### src/rtl/load_bytes_unit.sv
// Load byte/halfword/word unit: issues one aligned memory read, then selects and
// sign/zero-extends the addressed lane before handing it to writeback.
module load_bytes_unit #(
  parameter int unsigned TIMEOUT_CYCLES = 16
) (
  input  logic        clk,
  input  logic        reset,
  input  logic        req_valid,
  output logic        req_ready,
  input  logic [5:0]  req_opcode,
  input  logic [31:0] req_addr,
  input  logic [4:0]  req_rd,
  output logic        mem_rd_en,
  output logic [31:0] mem_addr,
  input  logic        mem_rd_valid,
  input  logic [31:0] mem_rd_data,
  output logic        wb_valid,
  input  logic        wb_ready,
  output logic [31:0] wb_data,
  output logic [4:0]  wb_rd,
  output logic        err_valid,
  output logic [1:0]  err_code
);

  localparam logic [5:0] OpLb  = 6'b100000;
  localparam logic [5:0] OpLh  = 6'b100001;
  localparam logic [5:0] OpLw  = 6'b100011;
  localparam logic [5:0] OpLbu = 6'b100100;
  localparam logic [5:0] OpLhu = 6'b100101;

  localparam logic [1:0] ErrMisaligned = 2'b01;
  localparam logic [1:0] ErrIllegal    = 2'b10;
  localparam logic [1:0] ErrTimeout    = 2'b11;

  localparam logic [7:0] TimeoutCnt = 8'(TIMEOUT_CYCLES);

  typedef enum logic [1:0] {StIdle, StIssue, StWait, StResp} state_e;

  state_e      state_q, state_d;
  logic [5:0]  op_q, op_d;
  logic [31:0] addr_q, addr_d;
  logic [4:0]  rd_q, rd_d;
  logic [7:0]  cnt_q, cnt_d;
  logic [31:0] wb_data_q, wb_data_d;
  logic        err_valid_q, err_valid_d;
  logic [1:0]  err_code_q, err_code_d;

  logic        req_legal;
  logic        req_misaligned;
  logic [7:0]  byte_sel;
  logic [15:0] half_sel;
  logic [31:0] extracted;

  always_comb begin
    req_legal = (req_opcode == OpLb) || (req_opcode == OpLh) || (req_opcode == OpLw) ||
                (req_opcode == OpLbu) || (req_opcode == OpLhu);
    req_misaligned = 1'b0;
    if ((req_opcode == OpLh) || (req_opcode == OpLhu)) req_misaligned = req_addr[0];
    if (req_opcode == OpLw) req_misaligned = (req_addr[1:0] != 2'b00);
  end

  always_comb begin
    byte_sel = 8'h00;
    unique case (addr_q[1:0])
      2'd0: byte_sel = mem_rd_data[7:0];
      2'd1: byte_sel = mem_rd_data[15:8];
      2'd2: byte_sel = mem_rd_data[23:16];
      2'd3: byte_sel = mem_rd_data[31:24];
      default: byte_sel = 8'h00;
    endcase
    half_sel = addr_q[1] ? mem_rd_data[31:16] : mem_rd_data[15:0];
    unique case (op_q)
      OpLb:    extracted = {{24{byte_sel[7]}}, byte_sel};
      OpLbu:   extracted = {24'h0, byte_sel};
      OpLh:    extracted = {{16{half_sel[15]}}, half_sel};
      OpLhu:   extracted = {16'h0, half_sel};
      default: extracted = mem_rd_data;
    endcase
  end

  always_comb begin
    state_d     = state_q;
    op_d        = op_q;
    addr_d      = addr_q;
    rd_d        = rd_q;
    cnt_d       = cnt_q;
    wb_data_d   = wb_data_q;
    err_valid_d = 1'b0;
    err_code_d  = err_code_q;
    unique case (state_q)
      StIdle: begin
        if (req_valid) begin
          op_d = req_opcode;
          rd_d = req_rd;
          if (!req_legal) begin
            err_valid_d = 1'b1;
            err_code_d  = ErrIllegal;
          end else if (req_misaligned) begin
            err_valid_d = 1'b1;
            err_code_d  = ErrMisaligned;
          end else begin
            // Address only captured for real accesses so mem_addr keeps its last value.
            addr_d  = req_addr;
            state_d = StIssue;
          end
        end
      end
      StIssue: begin
        cnt_d   = 8'd0;
        state_d = StWait;
      end
      StWait: begin
        cnt_d = cnt_q + 8'd1;
        if (mem_rd_valid) begin
          wb_data_d = extracted;
          state_d   = StResp;
        end else if (cnt_d == TimeoutCnt) begin
          err_valid_d = 1'b1;
          err_code_d  = ErrTimeout;
          state_d     = StIdle;
        end
      end
      StResp: begin
        if (wb_ready) state_d = StIdle;
      end
      default: state_d = StIdle;
    endcase
  end

  always_ff @(posedge clk or posedge reset) begin
    if (reset) begin
      state_q     <= StIdle;
      op_q        <= 6'h0;
      addr_q      <= 32'h0;
      rd_q        <= 5'h0;
      cnt_q       <= 8'h0;
      wb_data_q   <= 32'h0;
      err_valid_q <= 1'b0;
      err_code_q  <= 2'b00;
    end else begin
      state_q     <= state_d;
      op_q        <= op_d;
      addr_q      <= addr_d;
      rd_q        <= rd_d;
      cnt_q       <= cnt_d;
      wb_data_q   <= wb_data_d;
      err_valid_q <= err_valid_d;
      err_code_q  <= err_code_d;
    end
  end

  assign req_ready = (state_q == StIdle);
  assign mem_rd_en = (state_q == StIssue);
  assign mem_addr  = {addr_q[31:2], 2'b00};
  assign wb_valid  = (state_q == StResp);
  assign wb_data   = wb_data_q;
  assign wb_rd     = rd_q;
  assign err_valid = err_valid_q;
  assign err_code  = err_code_q;

endmodule

### config.mk
export PLATFORM = sky130hd
export DESIGN_NAME = load_bytes_unit
export DESIGN_NICKNAME = d
export VERILOG_FILES = /design/src/rtl/load_bytes_unit.sv
export SDC_FILE = /design/constraint.sdc
export NUM_CORES = 1
export LEC_CHECK = 0
export CAP_MARGIN = 10
export CORE_MARGIN = 5
export CORE_UTILIZATION = 30
export CTS_BUF_LIST = sky130_fd_sc_hd__clkbuf_2
export CTS_CLUSTER_SIZE = 28
export DETAILED_ROUTE_END_ITERATION = 7
export PLACE_DENSITY_LB_ADDON = 0.2
export SYNTH_ARGS = -nofsm -noshare
export SYNTH_HDL_FRONTEND = slang
export SYNTH_SLANG_ARGS = --single-unit
### constraint.sdc
create_clock -name clk -period 3.3 [get_ports clk]
set_input_delay 0.66 -clock clk [delete_from_list [all_inputs] [get_ports clk]]
set_output_delay 0.66 -clock clk [all_outputs]
set_load 0.05 [all_outputs]
==> out/notes.md, run 1 <==
## Synth
• Main logic family: multiplexers
• cell type contributing the most total cell area after synthesis: dfrtp_1
• share of Yosys cell area claimed by the top area cell type: 47.8%
• Top cells by area: dfrtp_1 (48%), mux2_2 (12%), buf_4 (5.7%)
• average footprint of a synthesized cell: 10.6 um2
• count of instantiated cells in the yosys netlist: 436
• combined area of all synthesized cells: 0.00461 mm2
• share of flip-flops with an asynchronous set or reset: 100%

## Power
• main power-consuming group: combinational logic
• fraction of power spent switching nets: 49.9%
• clock network fraction of total power: 9.3%
• Gate power share: 60.0%
• overall power after layout: 6.05 mW
• Static Leak: 2.59 nW

## Floorplanning
• tap cell instance count: 188

## Global routing
• via count of the first global-routing pass: 3,781

## Final timing
• Final Hold Viols: 0
• maximum clock skew at final layout: 0.0254 ns
• cycle use final: 91.1%
• relative slew slack: 40.7%
• unrepaired setup endpoints after global routing: false
• final max-slew violation count: 0

## Critical path
• reg-to-reg endpoint: wb_data[30]$_DFFE_PP0P_
• crit path DRT: 2.64 ns
• sort of element at the start of the critical path: register

## Job
• OpenROAD warning count: 29

## Cells and area
• relative area of clock buffers and inverters in the final design: 1.79%
• area used by multi-input combinational logic: 0.00196 mm2
• core utilization of the finished layout: 40.7%
• final-stage net count: 635
• non-clock buffering overhead in the final layout: 25.7%
• ANT cells: 0
• Comb gates: 273

## CTS
• Clock Tree Root: clkbuf_2
• worst skew pair latency: 0.58 ns
• buffer levels on the longest clock path: 2
• Inserted Clock Buffers: 9
• postcts setup bufs: 0

## Placed design
• worst setup timing slack at the placement stage: 0.625 ns

## Detailed routing
• count of nets left with antenna violations after detail routing: 0
• Initial DRC Count: 194

## Run status
• run status: complete, no violations

run 1: registers in the layout, indices dropped and copies added (netlist names):
signal,count
err_valid,1
wb_rd,5
cnt_q,8
wb_data,32
addr_q,32
err_code,2
state_q,2
op_q,6
run 1: routing by layer:
metal / up-vias / track usage [%] / routed length [um]
li1: 1727 / - / -
met1: 1747 / 19.2 / 5760
met2: 121 / 22.2 / 5860
met3: 24 / 3.30 / 666
met4: 0 / 6.69 / 322
met5: - / 0 / 0
run 1: worst max-delay path: cells and delay by family (launching register included):
kind / cells / cell delay [ns]
adder cells (fa/ha/maj): 1 / 0.31
buffers and inverters: 2 / 0.96
flip-flops: 1 / 0.49
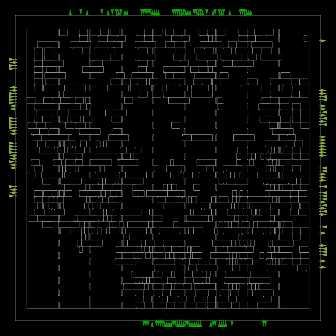
Run 1: cell outlines without signal wires
fill count: 1,472
Std-Cell Rows: 45
fraction of area in registers: 35.7%

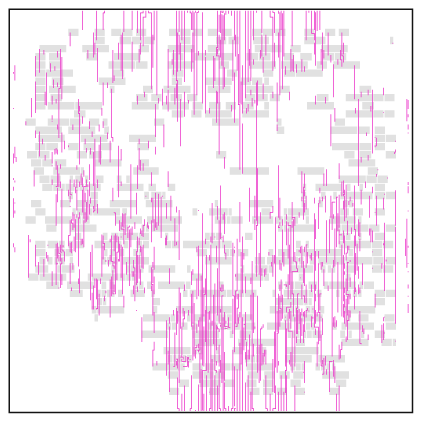
Run 1: metal 2
(3 px per um)
The layer carries 5,860 um of wire. The wires run mostly vertical. 539 nets have wire on it.
DRT Wirelength: 12.6 mm
met2 track demand over resource in global routing: 22.2%
vias after detailed routing: 3,619

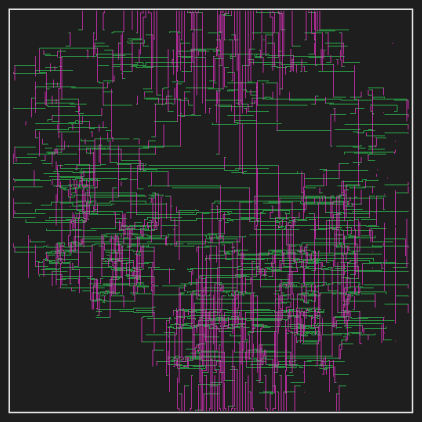
Run 1: metal layers overlaid
(3 px per um) Only two layers are drawn.
Key: magenta = met2 [wire length 5,860 um]; green = met1 [wire length 5,760 um]
global routing usage summed across all routing layers: 14.4%
average wire per cell in the routed design: 17.0 um

## Run 2: what changed since run 1
- CTS_CLUSTER_DIAMETER: unset -> 120
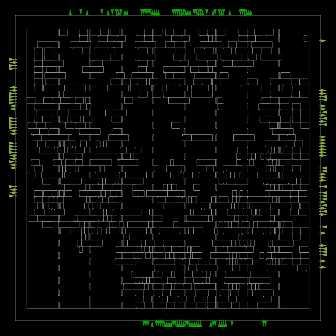
Run 2: cell outlines without signal wires
number of sequential storage elements: 88
floorplan core area: 0.0151 mm2
post-layout instance count excluding filler cells: 743

==> run 2 against run 1 <==
Compared with the run above:
- flip-flop count unchanged
- register-to-register slack about the same
- highest routed layer unchanged
- die area unchanged
- largest cell class unchanged
- combinational power about the same
- sequential share of layout area unchanged
- largest power group unchanged
- worst hold slack unchanged
- clock skew unchanged
- design area unchanged
==> out/notes.md, run 2 <==
## Critical path
• crit-path max cell delay: 0.86 ns
• sum of buffers and inverters on the critical path: 2
• Setup Crit Path Kind: register to output port
• sort of element at the start of the critical path: register
• dominant delay contributor by cell family on the critical path: buffers and inverters
• critical path endpoint category: output port
• crit-path cells: inv_1 -> ha_1 -> clkdlybuf4s50_1
• crit path DRT: 2.64 ns

## Cells and area
• fill count: 1,472
• layout buffer count excluding clock buffers: 159
• fraction of area in registers: 35.7%
• area used by multi-input combinational logic: 0.00196 mm2
• Comb gates: 273
• non-clock buffering overhead in the final layout: 25.7%
• fraction of standard cell area in multi-input logic: 31.8%
• final-stage net count: 635
• relative area of clock buffers and inverters in the final design: 1.79%
• ANT cells: 0
• most used cells in the layout excluding fill and tap cells: clkdlybuf4s50_1 (152), dfrtp_1 (88), nand2_1 (50)
• core utilization of the finished layout: 40.7%

## Synth
• Post-synth EDFFs: 0
• cell type contributing the most total cell area after synthesis: dfrtp_1
• average footprint of a synthesized cell: 10.6 um2
• combined area of all synthesized cells: 0.00461 mm2
• Main logic family: multiplexers
• Yosys reg bits: 88
• count of instantiated cells in the yosys netlist: 436
• Top cells by area: dfrtp_1 (48%), mux2_2 (12%), buf_4 (5.7%)
• share of flip-flops with an asynchronous set or reset: 100%
• count of synthesis-stage warnings from yosys: 0
• share of Yosys cell area claimed by the top area cell type: 47.8%
• yosys synthesis chip area: 0.00461 mm2
• cells after synthesis: 436
• tally of unique sky130hd cells used after synthesis: 46

## Power
• clock network fraction of total power: 9.3%
• Static Leak: 2.59 nW
• main power-consuming group: combinational logic
• Gate power share: 60.0%
• Clock Power: 562 uW
• net switching power figure: 3.02 mW
• share of power burned in registers: 30.8%
• overall power after layout: 6.05 mW
• fraction of power spent switching nets: 49.9%

## Floorplanning
• Std-Cell Rows: 45
• tap cell instance count: 188
• initial core utilization: 30.4%

## CTS
• post-cts gate resize count: 0
• buffer levels on the longest clock path: 2
• postcts setup bufs: 0
• H-Tree Depth: 3
• Clock Tree Root: clkbuf_2
• Inserted Clock Buffers: 9
• number of sinks handled by clock tree synthesis: 88
• TritonCTS clock tree: yes
• worst skew pair latency: 0.58 ns

## Global routing
• via count of the first global-routing pass: 3,781
• global routing usage summed across all routing layers: 14.4%

## Detailed routing
• vias after detailed routing: 3,619
• average wire per cell in the routed design: 17.0 um
• DRT Wirelength: 12.6 mm
• count of nets left with antenna violations after detail routing: 0
• Initial DRC Count: 194

## Final timing
• relative slew slack: 40.7%
• cycle use final: 91.1%
• actual transition at the worst max-transition pin: 0.889 ns
• unrepaired setup endpoints after global routing: false
• Final Hold Viols: 0
• final max-slew violation count: 0
• maximum clock skew at final layout: 0.0254 ns

## Placed design
• worst setup timing slack at the placement stage: 0.625 ns
• standard cell area after detailed placement: 0.00605 mm2

## Hold path
• Hold Crit Class: input pin to asynchronous set/reset pin

## Job
• OpenROAD warning count: 29

## Run status
• run status: complete, no violations

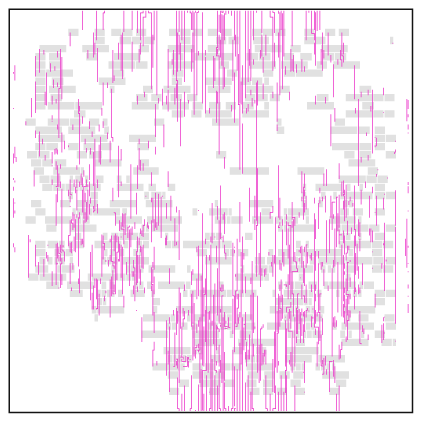
Run 2: metal 2
(3 px per um)

-- run 2: path summary, 6_finish.rpt --
path                                                 to  slack [ns]  cells after the start
worst min-delay path             addr_q[10]$_DFFE_PP0P_        0.39                      2
min in group clk                 wb_data[5]$_DFFE_PP0P_        0.52                      2
max in group asynchronous          cnt_q[2]$_DFFE_PP0P_        2.14                      3
worst max register to register  wb_data[30]$_DFFE_PP0P_        0.97                      7
worst min register to register   wb_data[5]$_DFFE_PP0P_        0.52                      2
worst max-delay path                          req_ready        0.29                      3
-- run 2: routing by layer --
metal  vias up  part of all wire, %  global-route usage, %
met4         0                  2.6                   6.69
met3        24                  5.3                   3.30
met1      1747                   46                   19.2
li1       1727                    -                      -
met2       121                   46                   22.2
met5         -                    0                      0
## Run 3: what changed since run 2
- ABC_AREA: unset -> 1
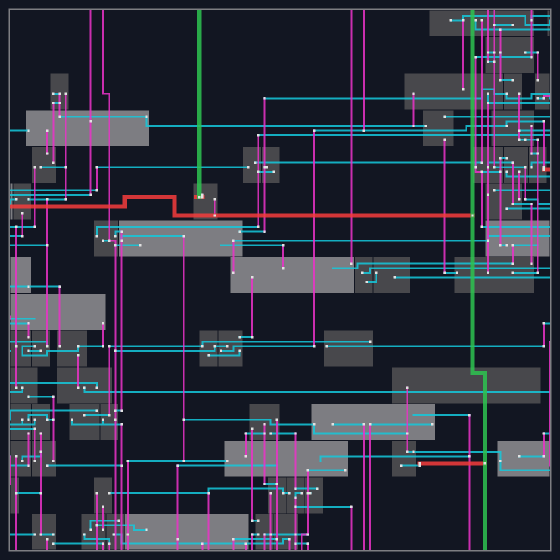
Run 3: layout detail
Region (49, 49) to (89, 89) um. Cells in gray, sequential cells in the stronger gray; small squares are vias.
Key: cyan = met1; red = met3; magenta = met2; green = met4
Netlist names of flops here include cnt_q (3), addr_q (2), op_q (2). 54 logic cells have their middle in the window. Sequential cells in the window: 8. Most frequent: nand2_1 (11), dfrtp_1 (8).

==> run 3 against run 2 <==
Compared with the run above:
- sequential power is essentially flat
- global-route usage grew 0.81 points
- clock power shrank 3%
- sequential share of layout area shrank 1.4 points
- register-to-register slack gained 0.30 ns
- highest routed layer unchanged
- critical endpoint unchanged
- worst hold slack gained 0.11 ns
- clock-buffer cell count grew 1
- largest power group unchanged
- critical path type unchanged
- non-clock buffer count is the same
==> out/notes.md, run 3 <==
## Run status
• run status: complete, no violations

## CTS
• buffer levels on the longest clock path: 2
• postcts setup bufs: 0
• TritonCTS clock tree: yes
• worst skew pair latency: 0.57 ns
• H-Tree Depth: 3
• post-cts gate resize count: 0
• number of sinks handled by clock tree synthesis: 88
• Clock Tree Root: clkbuf_2

## Power
• share of power burned in registers: 30.3%
• Clock Power: 546 uW
• Static Leak: 2.83 nW
• clock network fraction of total power: 8.8%
• fraction of power spent switching nets: 53.2%
• Gate power share: 60.9%

## Detailed routing
• average wire per cell in the routed design: 14.9 um
• Initial DRC Count: 258
• top sig layer: met4
• routed length on met2: 5.97 mm
• routed length on met1: 6.52 mm
• vias after detailed routing: 4,335
• count of nets left with antenna violations after detail routing: 0
• DRT Wirelength: 14.0 mm
• detailed route wirelength on metal3: 1.37 mm

## Critical path
• reg2reg path depth: 8
• crit-path cells: inv_1 -> ha_1 -> clkdlybuf4s50_1
• critical path depth: 3
• Worst R2R Setup Slack: 1.27 ns
• reg-to-reg endpoint: wb_data[12]$_DFFE_PP0P_
• Setup Crit Path Kind: register to output port
• crit path DRT: 2.64 ns
• crit path capture: req_ready
• crit-path max cell delay: 0.82 ns
• sort of element at the start of the critical path: register

## Job
• OpenROAD warning count: 29

## Cells and area
• ANT cells: 0
• final-stage net count: 803
• most used cells in the layout excluding fill and tap cells: nand2_1 (180), clkdlybuf4s50_1 (152), dfrtp_1 (88)
• fill count: 1,634

## Hold path
• worst hold path stage count: 2
• destination of the worst hold path: err_code[1]$_DFFE_PP0P_
• Hold Crit Class: register to register

## Global routing
• global routing usage summed across all routing layers: 15.2%
• met2 track demand over resource in global routing: 22.5%
• met3 Use GR: 5.22%
• GRT Max-Usage Layer: met2
• met1 routing resource usage after global routing: 20.8%

## Floorplanning
• initial core utilization: 30.5%
• floorplan core area: 0.0159 mm2
• Std-Cell Rows: 46

## Synth
• count of instantiated cells in the yosys netlist: 608
• Main logic family: simple AND/OR/NAND/NOR gates
• share of Yosys cell area claimed by the top area cell type: 45.4%
• cell type contributing the most total cell area after synthesis: dfrtp_1
• average footprint of a synthesized cell: 7.98 um2
• Top cells by area: dfrtp_1 (45%), nand2_1 (14%), o21ai_0 (5.2%)
• tally of unique sky130hd cells used after synthesis: 40
• combined area of all synthesized cells: 0.00485 mm2
• Post-synth EDFFs: 0
• cells after synthesis: 608
• Yosys reg bits: 88
• count of synthesis-stage warnings from yosys: 0

## Final timing
• final max-slew violation count: 0
• actual transition at the worst max-transition pin: 0.921 ns
• maximum clock skew at final layout: 0.0270 ns

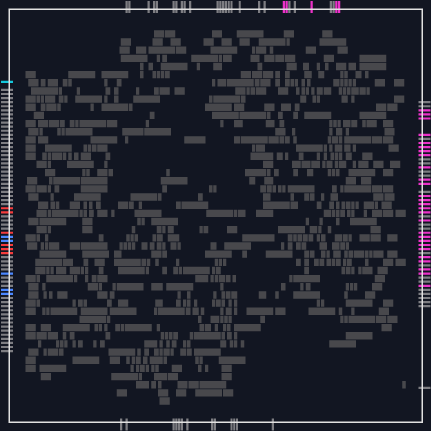
Run 3: pin placement
(3 px per um) Pins as bars across the die edge, other pins in gray.
Key: cyan = clk [pins 1, direction input, edge left]; magenta = mem_rd_data [pins 32, direction input, edge 27 right, 5 top]; red = req_opcode [pins 6, direction input, edge left]; blue = req_rd [pins 5, direction input, edge left]
All pins by edge: 66 left, 48 right, 28 top, 13 bottom.
Die Height: 137 um
Die Width: 137 um
total of buffers placed on input and output ports: 152

## run 3: metrics by stage
| stage | setup slack [ns] | util [%] | total power [mW] | cells |
|---|---|---|---|---|
| 2_1_floorplan | 0.361 | - | 4.67 | 609 |
| 4_1_cts | 0.403 | 40.3 | 6.29 | 939 |
| 6_report | 0.487 | 40.3 | 6.20 | 939 |
| 5_1_grt | 0.331 | 40.3 | 6.62 | 939 |
| 3_5_place_dp | 0.710 | 39.7 | 5.71 | 923 |
| 3_3_place_gp | 0.796 | 39.7 | 5.68 | 923 |
## run 3: final cells by class
class	instances	area (um2)	share of cell area, %
flip-flops and latches	88	2200	34.4
multi-input cells	405	2020	31.5
repair buffers	159	1600	25.0
well taps	216	270	4.22
inverters	55	213	3.32
clock buffers	11	55.1	0.859
clock inverters	5	47.5	0.742
Power and IR drop assume default switching activity.
